<file path="config.mk">
export PLATFORM = sky130hd
export DESIGN_NAME = ervp_asynch_fifo_write_arbiter
export DESIGN_NICKNAME = d
export VERILOG_FILES = /design/src/rtl/ervp_asynch_fifo_write_arbiter.sv
export SDC_FILE = /design/constraint.sdc
export NUM_CORES = 1
export LEC_CHECK = 0
export ABC_AREA = 1
export CAP_MARGIN = 20
export CORE_MARGIN = 8
export CORE_UTILIZATION = 30
export CTS_CLUSTER_DIAMETER = 50
export CTS_CLUSTER_SIZE = 40
export DETAILED_ROUTE_END_ITERATION = 10
export HOLD_SLACK_MARGIN = 0.06
export PLACE_DENSITY_LB_ADDON = 0.3
export REMOVE_ABC_BUFFERS = 1
export SETUP_SLACK_MARGIN = 0.2
export SLEW_MARGIN = 0
export SYNTH_ARGS = -nofsm -noshare
export SYNTH_HDL_FRONTEND = slang
export SYNTH_SLANG_ARGS = --single-unit
</file>
<file path="constraint.sdc">
create_clock -name clk -period 4.3 [get_ports clk]
set_input_delay 0.43 -clock clk [delete_from_list [all_inputs] [get_ports clk]]
set_output_delay 0.43 -clock clk [all_outputs]
set_load 0.005 [all_outputs]
</file>
<file path="src/rtl/ervp_asynch_fifo_write_arbiter.sv">
// Round-robin arbiter sharing one async-FIFO write port among NUM_REQ requesters.
// A grant covers one whole FIFO word, so partial beats of different requesters never interleave.
module ervp_asynch_fifo_write_arbiter #(
  parameter int NUM_REQ          = 4,
  parameter int BW_PARTIAL_WRITE = 32,
  parameter int BW_NUM_DATA      = 32
) (
  input  logic                                  clk,
  input  logic                                  rstnn,
  input  logic [NUM_REQ-1:0]                    req_valid,
  input  logic [NUM_REQ*BW_PARTIAL_WRITE-1:0]   req_data,
  output logic [NUM_REQ-1:0]                    req_ready,
  input  logic                                  fifo_wready,
  input  logic                                  fifo_wstartindex,
  input  logic                                  fifo_wlastindex,
  input  logic [BW_NUM_DATA-1:0]                fifo_wnum,
  output logic                                  fifo_wrequest,
  output logic [BW_PARTIAL_WRITE-1:0]           fifo_wdata,
  output logic [NUM_REQ-1:0]                    grant,
  output logic                                  busy,
  output logic                                  misalign
);

  localparam int IW = (NUM_REQ > 1) ? $clog2(NUM_REQ) : 1;

  typedef enum logic {IDLE, BURST} state_t;

  state_t             state_q;
  logic [NUM_REQ-1:0] grant_q;
  logic [IW-1:0]      last_q;
  logic               misalign_q;

  logic [IW-1:0]      winner_d;
  logic [IW-1:0]      cand;
  logic               found;
  logic               wnum_pos;
  logic               beat_xfer;

  // wnum is a signed free-word count; only strictly positive values allow a new word.
  assign wnum_pos = ~fifo_wnum[BW_NUM_DATA-1] & (|fifo_wnum);

  // Scan from last+1 so the previous owner has the lowest priority.
  always_comb begin
    winner_d = last_q;
    found    = 1'b0;
    cand     = '0;
    for (int k = 1; k <= NUM_REQ; k++) begin
      cand = IW'((int'(last_q) + k) % NUM_REQ);
      if (!found && req_valid[cand]) begin
        winner_d = cand;
        found    = 1'b1;
      end
    end
  end

  always_comb begin
    req_ready     = '0;
    fifo_wrequest = 1'b0;
    fifo_wdata    = '0;
    if (state_q == BURST) begin
      for (int i = 0; i < NUM_REQ; i++) begin
        if (grant_q[i]) begin
          fifo_wrequest = req_valid[i];
          fifo_wdata    = req_data[i*BW_PARTIAL_WRITE +: BW_PARTIAL_WRITE];
          req_ready[i]  = fifo_wready;
        end
      end
    end
  end

  assign beat_xfer = fifo_wrequest & fifo_wready;

  always_ff @(posedge clk or negedge rstnn) begin
    if (!rstnn) begin
      state_q    <= IDLE;
      grant_q    <= '0;
      last_q     <= IW'(NUM_REQ - 1);
      misalign_q <= 1'b0;
    end else begin
      case (state_q)
        IDLE: begin
          if (!fifo_wstartindex) begin
            misalign_q <= 1'b1;
          end else if ((|req_valid) && wnum_pos) begin
            grant_q <= NUM_REQ'(1) << winner_d;
            last_q  <= winner_d;
            state_q <= BURST;
          end
        end
        BURST: begin
          // The word ends only on an accepted last beat; stalls and valid gaps keep the grant.
          if (beat_xfer && fifo_wlastindex) begin
            state_q <= IDLE;
            grant_q <= '0;
          end
        end
        default: state_q <= IDLE;
      endcase
    end
  end

  assign grant    = grant_q;
  assign busy     = (state_q == BURST);
  assign misalign = misalign_q;

endmodule

</file>
Figure 1. Placement density heat map (run 1).
The die is cut into 9 by 9 equal tiles; white is low, dark blue is high, 0 to 100% covered.
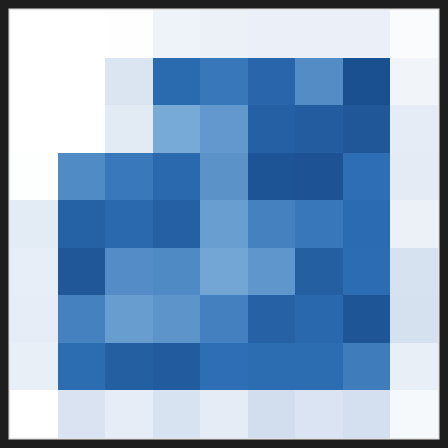
densest ninth of the die: center
nearly empty tiles: 11%
tiles over 75% full: 30%
fullest tile: 87%

Figure 2. Placed cells, one color a class (run 1).
The bar under the picture is 20 um long. Fill, decap, tap and diode cells in gray.
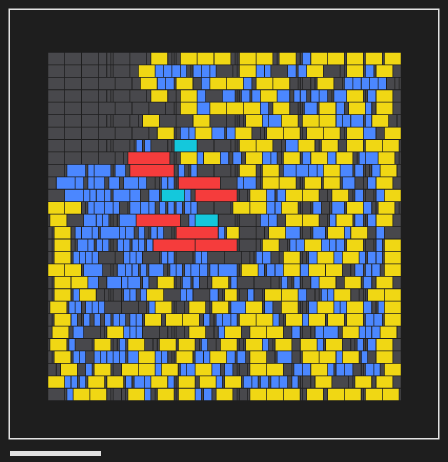
[red] flip-flops | cells: 8 | share of their area: 5.2%
[yellow] other buffers and delay cells | cells: 213 | share of their area: 55%
[cyan] cells driving clock nets | cells: 3 | share of their area: 1.1%
[blue] all other logic | cells: 312 | share of their area: 39%

==> qor.yml, run 1 <==
grt_use_total: 0.232
hp-class: "flip-flop to flip-flop"
clkLatencyLatePin_ps: 230
cap_violations: 0
fmax_mhz: 333
yosys_cells: 342
nets: 707
maxSlewHeadroom: 0.329
topCellsByArea: "nand2_1, o21ai_0, a21oi_1"
wl_met1_um: 4200
outcome: "complete, no violations"
wl_met2_um: 5490
powerDensity_nw_per_um2: 479
flops: 8
crit_arrival_ps: 2580
logic_family: "AND-OR/OR-AND gates"
regArea_um2: 203
final_cells: 611
hpwl_um: 9060
critPathMaxFanout: 42
seq_share: 0.0510
finClkSkew_ps: 2.11
use_met3: 0.0417
synthArstFlopShare: 1.00
avgViaCountPerCell: 5.02
io_pins: 212
ir_drop_uv: 376
Figure 3. Routing congestion map (run 1).
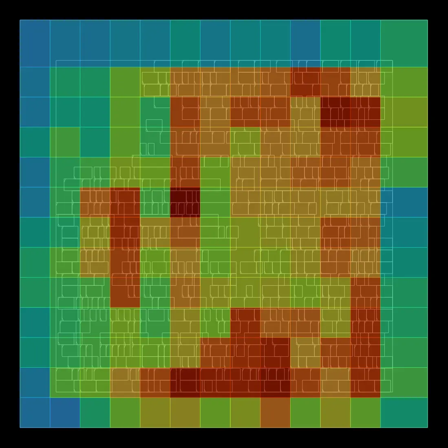
GR peak layer: met2
final core utilization: 0.675
GR Util met2: 0.417

run 1: worst paths after layout:
kind	start	to	slack, ps
min in group asynchronous	rstnn	grant[0]	480
worst min register to register	misalign	misalign	460
worst max-delay path	grant[2]	fifo_wdata[18]	1290
worst max register to register	busy	grant[2]	2090
worst min-delay path	misalign	misalign	460
max in group asynchronous	rstnn	last_q[0]	3520
run 1: metrics by stage:
step                      setup slack, ps  power, uW   util  hold WS, ps  cell area, um^2
after detailed placement             1540       1810  0.668          459             3930
after CTS                            1310       1910  0.675          470             3970
after global routing                 1110       2070  0.675          508             3970
after global placement               1610       1780  0.668          452             3930
final                                1290       1900  0.675          460             3970
after floorplan                      2040        980      -          134             1710
run 1: report_power, final:
group	total (uW)	internal, uW	switching (uW)
logic	1620	833	790
registers	193	109	83.9
clock network	88.2	60.5	27.7
--- run 2 (diff from run 1) ---
--- a/config.mk
+++ b/config.mk
@@ -8,7 +8,7 @@
 export ABC_AREA = 1
 export CAP_MARGIN = 20
 export CORE_MARGIN = 8
-export CORE_UTILIZATION = 30
+export CORE_UTILIZATION = 28
 export CTS_CLUSTER_DIAMETER = 50
 export CTS_CLUSTER_SIZE = 40
 export DETAILED_ROUTE_END_ITERATION = 10
==> constraint.sdc (replaced) <==
create_clock -name clk -period 2.8 [get_ports clk]
set_input_delay 0.28 -clock clk [delete_from_list [all_inputs] [get_ports clk]]
set_output_delay 0.28 -clock clk [all_outputs]
set_load 0.005 [all_outputs]
==> qor.yml, run 2 <==
outcome: "complete, no violations"
yosys_cells: 342
hpwl_um: 8880
switchingPower_uw: 1380
p_int_uw: 1580
regArea_um2: 203
fin_area_um2: 4020
maxSlewHeadroom: 0.697
timing.final.ws_setup_ps: 385
hp-class: "primary input to async pin"
busiest_layer: "met2"
clkLatencyLatePin_ps: 230
pg_seq_uw: 245
power_leader: "combinational logic"
fmax_mhz: 414
fin_hold_ws_ps: 346
finish.utilization: 0.637
topCellsByArea: "nand2_1, o21ai_0, a21oi_1"
power_uw: 2960
crit_arrival_ps: 2130
io_pins: 212
finClkSkew_ps: 1.77
use_met3: 0.0452
worstReg2RegStart: "busy"
logic_family: "AND-OR/OR-AND gates"
netSwitchingFraction: 0.466
clockPowerShare: 0.047
ir_drop_uv: 542
cap_violations: 0
synthArstFlopShare: 1.00
grtUsageMet2: 0.401
grt_use_total: 0.212
powerDensity_nw_per_um2: 737
nets: 713
critPathMaxFanout: 14
comb_power_uw: 2580
comb_power_share: 0.870
seqPwrFrac: 0.083
-- run 2: cell types whose count changed in the layout (fill, tap and decap cells not counted) --
cell | before | now
buf_4 | 2 | 8
-- run 2: path summary, 6_finish.rpt --
path	endpoint	slack, ps	cells after the start
min reg2reg	misalign	460	2
max reg2reg	grant[2]	1000	11
max in group asynchronous	last_q[1]	2130	1
max	fifo_wdata[30]	390	5
min	misalign	350	1
min in group clk	misalign	460	2
-- run 2: routing by layer --
layer / wire length (um) / vias up
met4: 108 / 0
met3: 950 / 8
met2: 5530 / 119
met5: 0 / -
li1: - / 1538
met1: 4010 / 1339
-- run 2: cell type report --
class	instances	share of cell area
clock buffer	3	0.0103
inverter	34	0.0330
multi-input combinational	278	0.342
sequential	8	0.0504
tap	77	0.0240
timing repair buffer	219	0.540
Figure 4. Metal 1 (run 2).
Supply wires on this layer in gray.
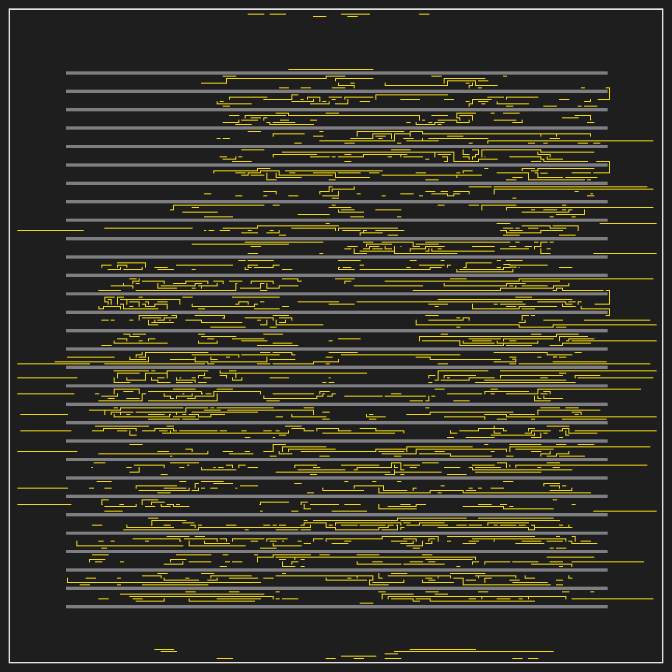
longest straight run: 29.4 um
share of all routed wire: 38%
wire length on this layer: 4010 um
main direction: horizontal
drt total wl: 10600 um
detailed-route via count: 3004
met1 track demand over resource: 0.238

--- run 3 (diff from run 2) ---
--- a/config.mk
+++ b/config.mk
@@ -14,9 +14,9 @@
 export DETAILED_ROUTE_END_ITERATION = 10
 export HOLD_SLACK_MARGIN = 0.06
 export PLACE_DENSITY_LB_ADDON = 0.3
-export REMOVE_ABC_BUFFERS = 1
 export SETUP_SLACK_MARGIN = 0.2
 export SLEW_MARGIN = 0
 export SYNTH_ARGS = -nofsm -noshare
 export SYNTH_HDL_FRONTEND = slang
 export SYNTH_SLANG_ARGS = --single-unit
+export TNS_END_PERCENT = 1
==> qor.yml, run 3 <==
finClkSkew_ps: 0.494
comb_area_frac: 0.342
final_cells: 618
use_met3: 0.0351
r2r_end: "grant[1]"
ir_drop_uv: 517
yosys_cells: 342
topCellsByArea: "nand2_1, o21ai_0, a21oi_1"
clockNetworkAreaShare: 0.0112
r2r_cells: 11
seqPwrFrac: 0.077
power_uw: 3000
logic_family: "AND-OR/OR-AND gates"
clkLatencyLatePin_ps: 230
dr.max_layer_used: "met4"
hp-class: "primary input to async pin"
tap_cells: 77
synthArstFlopShare: 1.00
avgViaCountPerCell: 4.95
powerDensity_nw_per_um2: 744
flops: 8
largest_class: "buffers"
switchingPower_uw: 1400
post-place-ws_ps: 660
grtUsageMet2: 0.408
num-multi-input-gates: 278
reg2reg_setup_slack_ps: 1110
fmax_mhz: 432
wl_met2_um: 5700
buffers: 217
wl_met3_um: 890
netSwitchingFraction: 0.469
nNonClkInverters: 34
regArea_um2: 203
grt_use_total: 0.216
clockPowerShare: 0.049
outcome: "complete, no violations"
-- run 3: how the worst max path moves through the flow --
stage                     endpoint  depth (start not counted)  startpoint  slack, ps
detailed placement  fifo_wdata[12]                          9    grant[1]        660
floorplan           fifo_wdata[17]                          9    grant[1]       1250
global route        fifo_wdata[12]                          9    grant[1]        260
finish              fifo_wdata[12]                          5    grant[2]        490
CTS                 fifo_wdata[12]                          9    grant[1]        410
global placement    fifo_wdata[10]                          9    grant[1]        730
-- run 3: power groups by stage --
stage | Combinational, uW | Sequential, uW | Clock, uW
2_1_floorplan | 1390 | 209 | 0
3_3_place_gp | 2570 | 228 | 0
3_5_place_dp | 2620 | 231 | 0
4_1_cts | 2630 | 230 | 151
5_1_grt | 2910 | 237 | 159
6_report | 2620 | 231 | 147
Figure 5. Metal 1 (run 3).
Supply wires on this layer in gray.
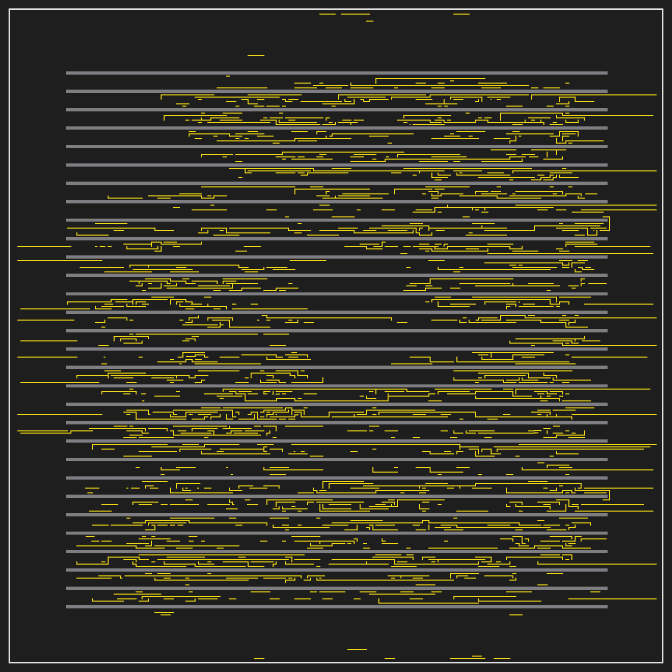
nets with wire on the layer: 638
wire length on this layer: 4040 um
longest straight run: 27.1 um
main direction: horizontal
share of all routed wire: 38%
detailed-route via count: 3062
drt total wl: 10700 um
met1 track demand over resource: 0.247

Power and IR drop assume default switching activity.
